===== src/rtl/axi_stream_pkt_fifo.sv =====
// AXI-Stream FIFO that carries TLAST and reports its fill level with
// almost-full/almost-empty flags. With PACKET_MODE=1 egress is held off
// until a complete packet is stored. A packet longer than the FIFO is let
// through in cut-through once the FIFO fills, so it cannot deadlock.
module axi_stream_pkt_fifo #(
    parameter int DATA_WIDTH  = 8,
    parameter int FIFO_DEPTH  = 16,
    parameter int PACKET_MODE = 0,
    parameter int AF_THRESH   = 12,
    parameter int AE_THRESH   = 4
) (
    input  logic                               clk,
    input  logic                               rst,
    input  logic                               s_tvalid,
    input  logic [DATA_WIDTH-1:0]              s_tdata,
    input  logic                               s_tlast,
    output logic                               s_tready,
    output logic                               m_tvalid,
    output logic [DATA_WIDTH-1:0]              m_tdata,
    output logic                               m_tlast,
    input  logic                               m_tready,
    output logic [$clog2(FIFO_DEPTH+1)-1:0]    level,
    output logic                               almost_full,
    output logic                               almost_empty
);

    localparam int AW = $clog2(FIFO_DEPTH);
    localparam int LW = $clog2(FIFO_DEPTH + 1);
    localparam logic [AW:0]   PTR_ONE = {{AW{1'b0}}, 1'b1};
    localparam logic [LW-1:0] CNT_ONE = {{(LW-1){1'b0}}, 1'b1};
    localparam logic [LW-1:0] AF_LVL  = LW'(AF_THRESH);
    localparam logic [LW-1:0] AE_LVL  = LW'(AE_THRESH);

    // Each entry is {tlast, tdata}.
    logic [DATA_WIDTH:0] mem_q [FIFO_DEPTH];

    // Pointers carry one extra wrap bit above the address bits.
    logic [AW:0]   wr_ptr_q, wr_ptr_d;
    logic [AW:0]   rd_ptr_q, rd_ptr_d;
    logic [LW-1:0] level_q, level_d;
    logic [LW-1:0] pkt_cnt_q, pkt_cnt_d;
    logic          en_q;
    logic          cut_q, cut_d;

    logic                full;
    logic                empty;
    logic                wr_en;
    logic                rd_en;
    logic                egress_ok;
    logic [DATA_WIDTH:0] head;
    logic                head_last;

    assign full  = (wr_ptr_q[AW-1:0] == rd_ptr_q[AW-1:0]) && (wr_ptr_q[AW] != rd_ptr_q[AW]);
    assign empty = (wr_ptr_q == rd_ptr_q);
    assign head      = mem_q[rd_ptr_q[AW-1:0]];
    assign head_last = head[DATA_WIDTH];

    // Packet mode releases a word only when a whole packet is stored, the FIFO
    // is full (oversize packet), or a cut-through packet is still in flight.
    // All three terms can only fall on a read, so m_tvalid never drops before
    // a handshake.
    assign egress_ok = (PACKET_MODE == 0) || (pkt_cnt_q != '0) || full || cut_q;

    // s_tready depends only on registered state, never on m_tready.
    assign s_tready = en_q && !full;
    assign m_tvalid = !empty && egress_ok;
    assign m_tdata  = m_tvalid ? head[DATA_WIDTH-1:0] : '0;
    assign m_tlast  = m_tvalid && head_last;

    assign wr_en = s_tvalid && s_tready;
    assign rd_en = m_tvalid && m_tready;

    assign level        = level_q;
    assign almost_full  = (level_q >= AF_LVL);
    assign almost_empty = (level_q <= AE_LVL);

    // Next-state for pointers, fill level, stored-packet count and cut-through flag.
    always_comb begin
        wr_ptr_d  = wr_ptr_q;
        rd_ptr_d  = rd_ptr_q;
        level_d   = level_q;
        pkt_cnt_d = pkt_cnt_q;
        cut_d     = cut_q;

        if (wr_en) begin
            wr_ptr_d = wr_ptr_q + PTR_ONE;
        end
        if (rd_en) begin
            rd_ptr_d = rd_ptr_q + PTR_ONE;
        end

        case ({wr_en, rd_en})
            2'b10:   level_d = level_q + CNT_ONE;
            2'b01:   level_d = level_q - CNT_ONE;
            default: level_d = level_q;
        endcase

        case ({wr_en && s_tlast, rd_en && head_last})
            2'b10:   pkt_cnt_d = pkt_cnt_q + CNT_ONE;
            2'b01:   pkt_cnt_d = pkt_cnt_q - CNT_ONE;
            default: pkt_cnt_d = pkt_cnt_q;
        endcase

        // A non-last word read while no complete packet is stored means the
        // head packet is leaving in cut-through; keep egress open until its tlast.
        if (rd_en) begin
            if (head_last) begin
                cut_d = 1'b0;
            end else if (pkt_cnt_q == '0) begin
                cut_d = 1'b1;
            end
        end
    end

    // Control state with asynchronous active-low reset; en_q opens ingress one edge after release.
    always_ff @(posedge clk or negedge rst) begin
        if (!rst) begin
            wr_ptr_q  <= '0;
            rd_ptr_q  <= '0;
            level_q   <= '0;
            pkt_cnt_q <= '0;
            cut_q     <= 1'b0;
            en_q      <= 1'b0;
        end else begin
            wr_ptr_q  <= wr_ptr_d;
            rd_ptr_q  <= rd_ptr_d;
            level_q   <= level_d;
            pkt_cnt_q <= pkt_cnt_d;
            cut_q     <= cut_d;
            en_q      <= 1'b1;
        end
    end

    // Storage array; contents need no reset because the pointers define validity.
    always_ff @(posedge clk) begin
        if (wr_en) begin
            mem_q[wr_ptr_q[AW-1:0]] <= {s_tlast, s_tdata};
        end
    end

endmodule


===== config.mk =====
export PLATFORM = sky130hd
export DESIGN_NAME = axi_stream_pkt_fifo
export DESIGN_NICKNAME = d
export VERILOG_FILES = /design/src/rtl/axi_stream_pkt_fifo.sv
export SDC_FILE = /design/constraint.sdc
export NUM_CORES = 1
export LEC_CHECK = 0
export CAP_MARGIN = 20
export CORE_UTILIZATION = 40
export DETAILED_ROUTE_END_ITERATION = 16
export SLEW_MARGIN = 10
export SYNTH_ARGS = -nofsm -noshare
export SYNTH_HDL_FRONTEND = slang
export SYNTH_SLANG_ARGS = --single-unit

===== constraint.sdc =====
create_clock -name clk -period 5.4 [get_ports clk]
set_input_delay 1.08 -clock clk [delete_from_list [all_inputs] [get_ports clk]]
set_output_delay 1.08 -clock clk [all_outputs]
set_load 0.005 [all_outputs]

run_1/class_map.png
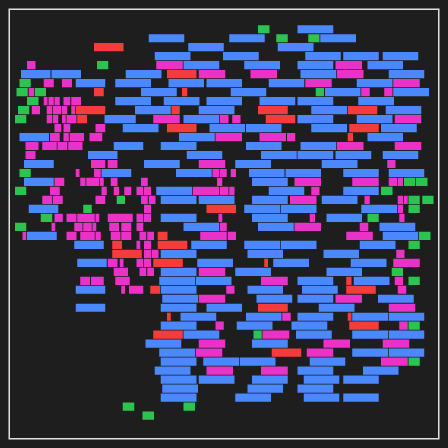
- registers: blue (cells 160)
- remaining logic cells: magenta (cells 158)
- remaining buffers and delay cells: green (cells 34)
- clock drivers and dummy loads: red (cells 29)

run_1/congestion_map.png
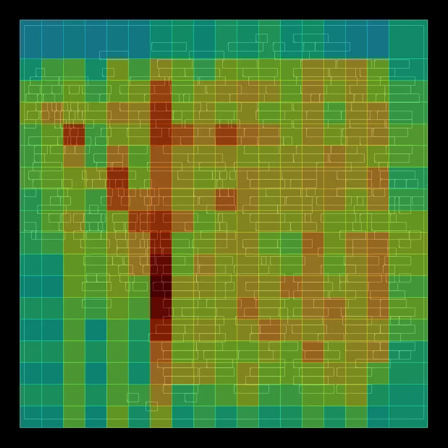
routing usage on met1: 21.2%
global-route met2 utilization: 26.6%
global routing's busiest layer: met2
share of the core filled with cells: 47.3%
Tot GR Track Use: 16.3%

==> summary.txt, run 1 <==
yosys + openroad results -> most frequent logic cells in the routed design=edfxtp_1, mux4_2, clkdlybuf4s50_1, a22oi_1, Reg2Reg Setup Slack=between 1500 and 2000 ps, Synth cell types=37, run status=complete, no violations, highest achievable clock rate=roughly 0.23 GHz, clock tree from TritonCTS=built, Placement Cell Area=7020 sq um, total half-perimeter wirelength after legalization and detailed placement=about 7900 um, category of the worst setup path capture point=primary output, capturing instance or port of the critical path=m_tdata[1], number of max-cap violations=0, synthesized area per cell=19.3 sq um, crit path time final=about 4300 ps, wire length of the first global-routing pass=~19000 um, total power divided by cell area=slightly above 500 nW/um^2, Skew-Pair Late Insertion Delay=420 ps, number of nets in the finished design=slightly below 400, Internal Dissipation=around 2.7 mW, switching part of the total power=a little under a third, share of final-layout standard cells stronger than drive strength 1=19.4%, required time worst endpoint=~4300 ps, total sequential power=between 1.5 and 2 mW, Antenna Diode Count=0, non-filler cells, final=597, hold depth=1
run_1/layers.png
Scale bar: 50 um.
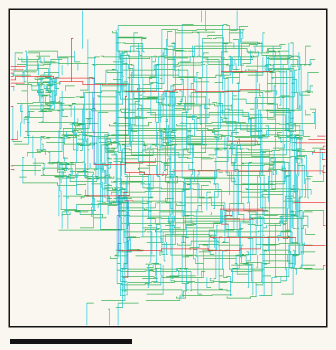
- M2: cyan (wire length 6030 um)
- M1: green (wire length 5700 um)
- M4: blue (wire length 138 um)
- M3: red (wire length 505 um)
routed vias: 3134
wire per inst: 20.7 um

==> run 1: layer usage <==
metal	vias up	track usage (%)	routed length, um
met4	0	5.54	138
met2	66	26.6	6030
met1	1631	21.2	5700
li1	1427	-	-
met3	10	4.38	505
met5	-	0	0
==> run 1: kinds of logic after synthesis <==
kind of cell / after synthesis / synth area share [%]
and+or+nand+nor: 41 / 3.77
other: 1 / 0.0576
buffers and inverters: 25 / 1.75
adders and majority gates: 8 / 1.54
xor gates and xnor gates: 20 / 2.69
AOI/OAI and AO/OA: 44 / 4.67
DFF: 160 / 72.6
muxes: 39 / 13.0
==> run 1: worst max-delay path: stages, from the launching register on <==
cell and delay [ps]:
dfrtp_2 810, xor2_1 210, nor4_4 600, and2_1 490, a21oi_1 160, clkdlybuf4s50_1 480
run_1/clock_wires.png
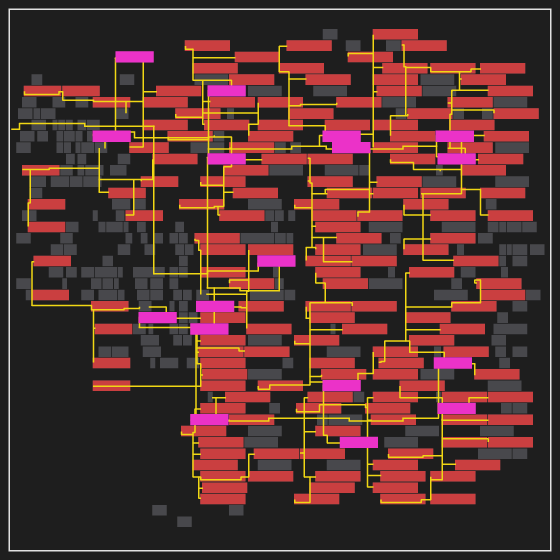

==> run 1 -> run 2 <==
==> constraint.sdc (replaced) <==
create_clock -name clk -period 4.5 [get_ports clk]
set_input_delay 0.9 -clock clk [delete_from_list [all_inputs] [get_ports clk]]
set_output_delay 0.9 -clock clk [all_outputs]
set_load 0.005 [all_outputs]
run_2/clock_wires.png
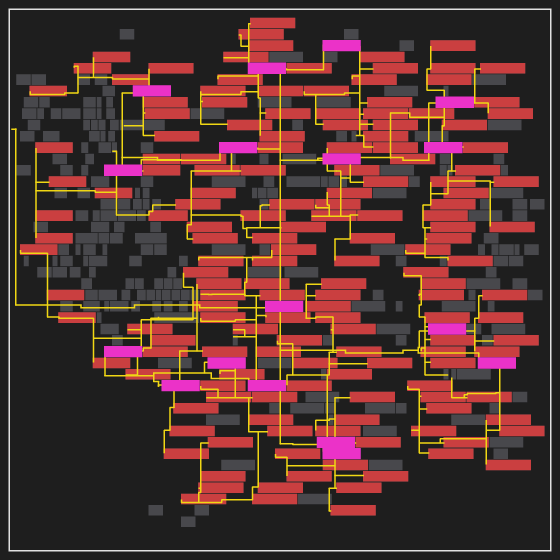
- clock-net drivers: magenta (count 17)
- clock wires: yellow (length 1780 um)
- flip-flops: red (count 160)
- routed clock nets: 18
part of the total power dissipated in the clock network: 27.5%
Skew-Pair Late Insertion Delay: 420 ps
worst clock skew: 4.39 ps
power of the clock network: 1.33 mW

==> summary.txt, run 2 <==
yosys + openroad results -> switching part of the total power=30.1% (was 30.5%), routing usage on met1=22.4% (was 21.2%), clock tree from TritonCTS=built (unchanged), met3 Track Usage GR=5.95% (was 4.38%), category of the worst setup path capture point=primary output (unchanged), kind of cell adding the most delay to the critical path=buffers and inverters (was simple AND/OR/NAND/NOR gates), Reg2Reg Setup Slack=1360 ps (was 1990 ps), wire length of the first global-routing pass=19900 um (was 19100 um), Synth cell types=37 (unchanged), global-route met2 utilization=26.9% (was 26.6%), total half-perimeter wirelength after legalization and detailed placement=8330 um (was 7880 um), total power divided by cell area=636 nW/um^2 (was 517 nW/um^2), synthesized area per cell=19.3 sq um (unchanged), number of nets in the finished design=394 (was 392), area fraction in compound gates=4.67% (unchanged), Internal Dissipation=3.37 mW (was 2.70 mW), Antenna Diode Count=0 (unchanged), total sequential power=1.93 mW (was 1.62 mW), run status=complete, no violations (unchanged), uppermost routed layer=met4 (unchanged), MUX area fraction=13.0% (unchanged), share of final-layout standard cells stronger than drive strength 1=18.4% (was 19.4%), non-filler cells, final=601 (was 597), required time worst endpoint=3600 ps (was 4320 ps), most frequent logic cells in the routed design=edfxtp_1, mux4_2, clkdlybuf4s50_1, a22oi_1 (unchanged), hold depth=1 (unchanged), routed length on met2=6370 um (was 6030 um)
run_2/layers.png
Scale bar: 50 um.
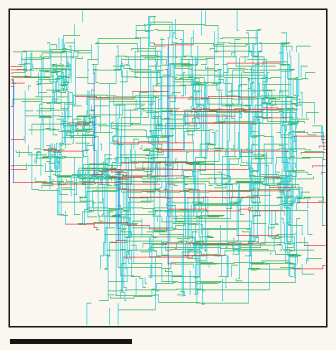
Tot GR Track Use: 17.2%
routed vias: 3230
wire length reported by the detailed router: 13300 um
wire per inst: 22.1 um

## run 2: how the worst max path moves through the flow
stage	startpoint	end	slack, ps	cells past startpoint
3_3_place_gp	s_tvalid	level[4]	1140	11
4_1_cts	rd_ptr_q[0]	m_tdata[4]	670	5
6_report	rd_ptr_q[0]	m_tdata[0]	720	5
2_1_floorplan	rd_ptr_q[3]	level[4]	1680	14
5_1_grt	rd_ptr_q[0]	m_tdata[2]	530	5
3_5_place_dp	s_tvalid	level[4]	1040	11
## run 2: stage by stage
step	hold slack [ps]	util, %	cell area [sq um]	worst slack [ps]
floorplan	498	-	6510	1680
global placement	513	44.4	7050	1140
detailed placement	523	44.4	7050	1040
CTS	535	47.7	7580	674
global route	548	47.7	7580	534
finish	533	47.7	7580	720
Power and IR drop assume default switching activity.
